### Track usage over the die, run 1

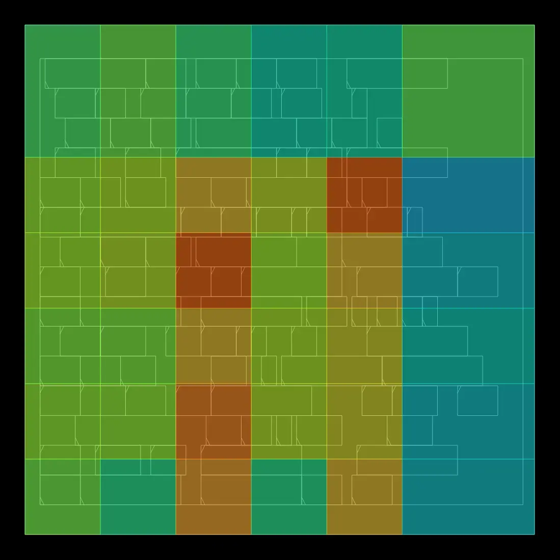
### Clock wires, drivers and flops, run 1

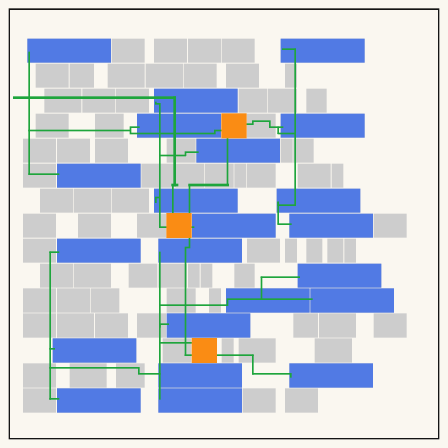
### I/O pins on the die edge, run 1

Pins as bars across the die edge, other pins in gray.
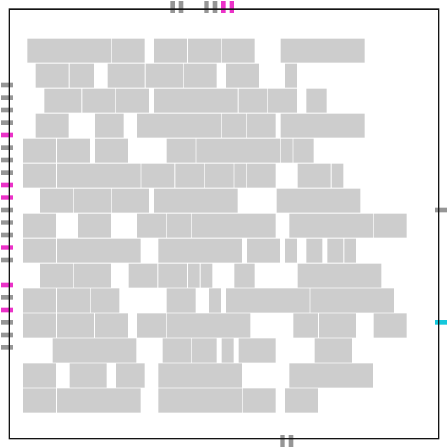
==> config.mk <==
export PLATFORM = sky130hd
export DESIGN_NAME = and_nb_pipe
export DESIGN_NICKNAME = d
export VERILOG_FILES = /design/src/rtl/and_nb_pipe_pkg.sv /design/src/rtl/and_nb_pipe_reduce_stage.sv /design/src/rtl/and_nb_pipe.sv
export SDC_FILE = /design/constraint.sdc
export NUM_CORES = 1
export LEC_CHECK = 0
export CAP_MARGIN = 20
export CORE_MARGIN = 1
export CORE_UTILIZATION = 47
export DETAILED_ROUTE_END_ITERATION = 7
export PLACE_DENSITY = 0.89
export SYNTH_ARGS = -nofsm -noshare
export SYNTH_HDL_FRONTEND = slang
export SYNTH_SLANG_ARGS = --single-unit
==> constraint.sdc <==
create_clock -name C -period 2 [get_ports C]
set_input_delay 0.4 -clock C [delete_from_list [all_inputs] [get_ports C]]
set_output_delay 0.4 -clock C [all_outputs]
set_load 0.01 [all_outputs]
==> flow report, run 1 <==
============================================================================
Area of the core region                                           1800 sq um
Gates resized, CTS repair                                                  0
Most common cell after layout, fill and taps aside              sky130_fd_sc_hd__clkdlybuf4s50_1
Number of nets still failing antenna checks after routing                  0
Max-area cell share                                                    58.9%
Nets in the synthesized netlist                                           90
Layout cells sized above 1                                             24.8%
Setup TNS                                                               0 ps
Number of buffers inserted by post-CTS setup repair                        0
Number of global-route vias before repair                                582
Critical path endpoint category                                 primary output
Log Warnings                                                              26
DRT met1 WL                                                           670 um
Sequential group share of total power                                  57.2%
Cell area after placement                                         1250 sq um
Antenna Cells                                                              0
Critical path start-end classification                            reg -> out
TritonCTS clock tree                                                     yes
CP Buf/Inv Count                                                           1
Shortest clock period the worst path allows after layout             1670 ps
Number of setup violations in the final report                             0
Initial antenna violation count                                            0
Overall overflow remaining after global route                              0
Fin worst setup slack                                                 332 ps
Pin count of the biggest net entering global routing                      23
Clock root buffer                                               sky130_fd_sc_hd__clkbuf_4
Clock H-tree levels                                                        1
Post-Synthesis Cells                                                      69
Worst ir drop on vdd                                              0.000464 V
Power density cells                                              741 nW/um^2
Number of remaining DRC errors                                             0
Unrepaired setup endpoints after global routing                        false
Via count normalized by instance count                                  4.73
Crit-path leading delay family                                  buffers and inverters
Number of placed instances with taps included                            123
Data arrival time of the critical path                               1270 ps
Io pins                                                                   31
Crit-path max FO                                                           3
FF+latch count, synth                                                     22
First-pass iteration count of the detailed router                          2
Largest stage delay on the critical path                              560 ps
Cell count in the Yosys report                                            69
Via Count                                                                596
Final Non-Filler Cells                                                   126
Startpoint Class                                                        flop
Hold violation count in the final report                                   0
Cell Area, Synth                                                   935 sq um
Syn. warnings                                                              0
Final hold slack                                                      428 ps
Final tally of max-slew violations                                         0
Number of rows in the core area                                           15
Met3 WL post-DR                                                        92 um
Result of the run                                               complete, no violations
Routability Congestion                                                 0.677
Total net switching power                                           0.238 mW
Depth of the worst register-to-register path                               2
Hold-fix buffers at CTS                                                    0
Total CTS buffers                                                          3
Post-route core utilization                                            70.5%
Clock sink total                                                          22
Clock tree buffer depth                                                    2
Nets                                                                     124
Top library cells by usage in the layout, fill and taps aside   30 x sky130_fd_sc_hd__clkdlybuf4s50_1, 22 x sky130_fd_sc_hd__dfrtp_1, 11 x sky130_fd_sc_hd__mux2_2
Net Sw Frac                                                            25.3%
Wire length per cell                                                 11.3 um
Cell variety after synth                                                  12
Internal power component                                            0.703 mW
Register area share after synthesis                                    58.9%
Critical path depth in cells                                               1
Worst-path clk slew                                                   110 ps
Maximum achievable frequency                                       0.599 GHz
Init Core Util                                                         51.9%
Area overhead of the layout relative to synthesis                      35.9%
Req. time, crit path                                                 1600 ps
Combinational Power Share                                              22.2%
Post-synth area from yosys stat                                    935 sq um
Crit-path slowest cell                                          sky130_fd_sc_hd__clkdlybuf4s50_1
Total routed wirelength                                              1.42 mm
Total Die Area                                                    2170 sq um
Post-Place Setup Slack                                                421 ps
Type of the most critical hold path                              in -> async
Finished layout cell area                                         1270 sq um
============================================================================
Back to the opening pictures, 'Track usage over the die':
met2 layer usage reported by global route: 22.8%
GR Util met3: 4.71%
GR Layer Usage met1: 23.2%

Back to the opening pictures, 'Clock wires, drivers and flops':
Key: blue = flip-flops [count 22]; green = clock wires [length 246 um]; orange = clock-net drivers [count 3]
There are 4 routed clock nets.
clk_skew: 1.80 ps
clock network fraction of design power: 20.6%
Clk power: 0.194 mW
latest clock arrival within the worst-skew pair: 300 ps

Back to the opening pictures, 'I/O pins on the die edge':
Key: magenta = I [pins 8, direction input, edge 6 left, 2 top]; cyan = O_VLD [pins 1, direction output, edge right]
All pins by edge: 21 left, 6 top, 2 bottom, 2 right.
tally of buffers added on design ports: 30
chip height: 46.6 um
DIE WIDTH: 46.6 um

run 1: power groups by stage:
stage	registers, mW	logic (mW)	clock network [mW]
2_1_floorplan	0.550	0.102	0
3_3_place_gp	0.545	0.206	0
3_5_place_dp	0.548	0.211	0
4_1_cts	0.539	0.212	0.199
5_1_grt	0.545	0.229	0.213
6_report	0.538	0.209	0.194
run 1: final cells by class:
| class | instances | area (sq um) |
|---|---|---|
| Fill cell | 140 | 532 |
| Multi-Input combinational cell | 41 | 339 |
| Inverter | 3 | 11.3 |
| Clock buffer | 3 | 22.5 |
| Sequential cell | 22 | 551 |
| Tap cell | 25 | 31.3 |
| Timing Repair Buffer | 32 | 315 |
run 1: routing by layer:
metal,GRT usage [%],vias to the layer above
met5,0,-
met2,22.8,25
met3,4.71,2
li1,-,297
met4,8.82,0
met1,23.2,272
run 1: synth_stat cells, drive strengths merged:
master,number
buf,3
mux2i,2
mux2,11
nand3,1
inv,3
nor2,8
dfrtp,22
nand4,2
o21ai,1
xnor2,8
a21oi,8
run 1: kinds of logic after synthesis:
family | share of synthesized area (%)
muxes | 15.4
buffers and inverters | 4.82
DFF | 58.9
xor gates and xnor gates | 7.50
AOI/OAI and AO/OA | 8.03
and+or+nand+nor | 5.35
### Flops by top-level scope, run 1

Other sequential cells in the stronger gray, the rest of the logic in the fainter gray.
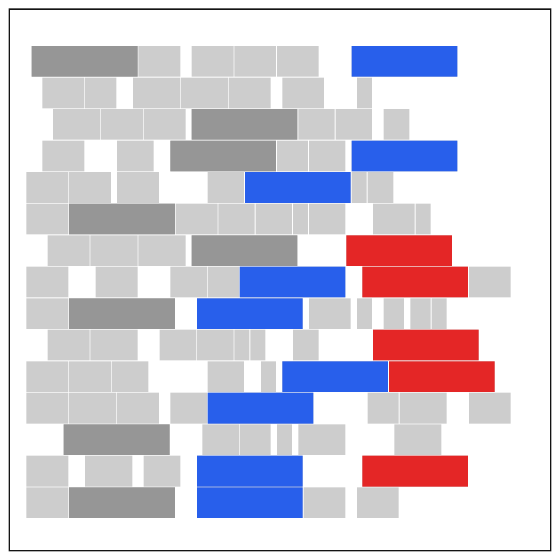

==> run 2: changes to the inputs <==
CORE_UTILIZATION = 39   (was 47)
PLACE_DENSITY = 0.8   (was 0.89)
clock period = 1.5 ns   (was 2 ns; I/O delays follow)
### Flops by top-level scope, run 2

Other sequential cells in the stronger gray, the rest of the logic in the fainter gray.
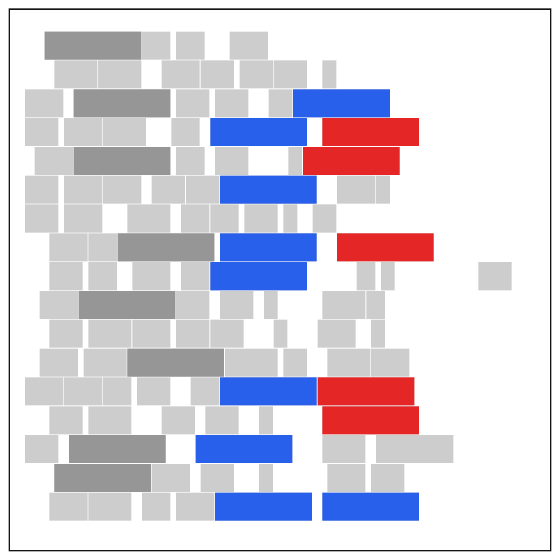
Key: blue = g_reg_in [placed flops 9]; red = g_stage [placed flops 5]
Another 8 sequential cells are not colored.
post-route core utilization: 60.3%
Total Die Area: 2600 sq um
Final Non-Filler Cells: 138

==> run 2 against run 1 <==
Against the previous run:
- register-to-register slack lost 600 ps
- clock skew is essentially flat
- synthesized area is the same
- sequential share of layout area shrank 2.5 points
- count of clock-buffer cells in the layout grew 1
- clock power grew 61%
- critical path type unchanged
==> flow report, run 2 <==
============================================================================
Result of the run                                               complete, no violations
Number of global-route vias before repair                                655
Number of remaining DRC errors                                             0
Setup TNS                                                               0 ps
Depth of the worst register-to-register path                               2
Hold violation count in the final report                                   0
DIE WIDTH                                                            51.0 um
First-pass iteration count of the detailed router                          3
Init Core Util                                                         41.8%
Type of the most critical hold path                              in -> async
Power density cells                                              979 nW/um^2
Nets                                                                     132
Most common cell after layout, fill and taps aside              sky130_fd_sc_hd__dfrtp_1
Initial antenna violation count                                            0
Crit-path leading delay family                                    flip-flops
Cell count in the Yosys report                                            69
Number of placed instances with taps included                            128
Startpoint Class                                                        flop
Req. time, crit path                                                 1200 ps
Data arrival time of the critical path                               1000 ps
Routability Congestion                                                 0.662
Worst ir drop on vdd                                              0.000785 V
Post-synth top cells                                            22 x sky130_fd_sc_hd__dfrtp_1, 11 x sky130_fd_sc_hd__mux2_2, 8 x sky130_fd_sc_hd__a21oi_2, 8 x sky130_fd_sc_hd__xnor2_1, 7 x sky130_fd_sc_hd__nor2_1
Clock sink total                                                          22
Antenna Cells                                                              0
FF+latch count, synth                                                     22
Critical path endpoint category                                 primary output
Filler Cell Count                                                        187
Area overhead of the layout relative to synthesis                      44.2%
Via Count                                                                622
Io pins                                                                   31
Max-area cell share                                                    58.9%
Critical path start-end classification                            reg -> out
Number of rows in the core area                                           17
Clock root buffer                                               sky130_fd_sc_hd__clkbuf_4
Register area share after synthesis                                    58.9%
Crit-path max FO                                                           3
Nets in the synthesized netlist                                           90
Cell variety after synth                                                  12
Clock H-tree levels                                                        1
Syn. warnings                                                              0
Wire length per cell                                                 11.1 um
Largest stage delay on the critical path                              420 ps
Total routed wirelength                                              1.54 mm
Pin count of the biggest net entering global routing                      23
Log Warnings                                                              26
FFs w/ async S/R, synth                                                 100%
GRT Util Overall                                                       13.9%
Number of setup violations in the final report                             0
Cell Area, Synth                                                   935 sq um
Post-Place Setup Slack                                               87.0 ps
Clk_skew                                                             2.07 ps
Clock tree buffer depth                                                    2
Number of nets still failing antenna checks after routing                  0
Layout cells sized above 1                                             30.9%
Library cell with the highest instance count after synthesis    sky130_fd_sc_hd__dfrtp_1
Number of synthesized flops with an enable pin                             0
Area of the core region                                           2230 sq um
Via count normalized by instance count                                  4.51
Unrepaired setup endpoints after global routing                        false
Latest clock arrival within the worst-skew pair                       290 ps
Critical path depth in cells                                               1
Maximum achievable frequency                                       0.766 GHz
Tally of buffers added on design ports                                    30
Main flop type                                                  sky130_fd_sc_hd__dfrtp_1
Total CTS buffers                                                          3
Final tally of max-slew violations                                         0
Top library cells by usage in the layout, fill and taps aside   22 x sky130_fd_sc_hd__dfrtp_1, 20 x sky130_fd_sc_hd__clkdlybuf4s50_1, 11 x sky130_fd_sc_hd__mux2_2
Overall overflow remaining after global route                              0
Shortest clock period the worst path allows after layout             1300 ps
Post-Synthesis Cells                                                      69
Crit-path slowest cell                                          sky130_fd_sc_hd__dfrtp_1
============================================================================
==> run 2: cell counts after synthesis <==
Identical to the previous run, type by type.
==> run 2: cells by family (layout without fill, tap and decap cells) <==
family	after synthesis	in the layout	synth area share [%]
AOI/OAI and AO/OA	9	9	8.03
muxes	13	13	15.4
and+or+nand+nor	11	11	5.35
xor gates and xnor gates	8	8	7.50
DFF	22	22	58.9
buffers and inverters	6	47	4.82
==> run 2: through the flow <==
stage          hold WS [ps]  area (sq um)  power, mW  util, %
5_1_grt                 361          1350       1.40     60.3
2_1_floorplan          4.41           935      0.869        -
3_5_place_dp            506          1280       1.02     57.3
3_3_place_gp            485          1280       1.01     57.3
6_report                337          1350       1.32     60.3
4_1_cts                 326          1350       1.34     60.3
==> run 2: final cells by class <==
| cell class | instances | area (sq um) | share of cell area (%) |
|---|---|---|---|
| timing repair buffer | 40 | 375 | 27.9 |
| multi-input combinational | 41 | 339 | 25.2 |
| inverter | 3 | 11.3 | 0.836 |
| clock buffer | 4 | 36.3 | 2.69 |
| tap | 28 | 35.0 | 2.60 |
| sequential | 22 | 551 | 40.9 |
==> run 2: what timing repair did <==
item | in CTS | in global routing
endpoints found under the setup margin | 10 | 0
resized | 10 | 0
hold buffers | 0 | 0
setup buffers | 6 | 0
==> run 2: routing by layer <==
metal | global-route usage (%) | routed length [um]
met1 | 17.8 | 668
met4 | 4.17 | 4
met5 | 0 | 0
met2 | 24.3 | 775
met3 | 1.79 | 88
==> run 2: power breakdown <==
part           internal (mW)  switching (mW)
registers              0.668          0.0437
clock network          0.148           0.164
logic                  0.182           0.114
total                  0.998           0.322
Power is estimated from default activity; no workload was simulated.
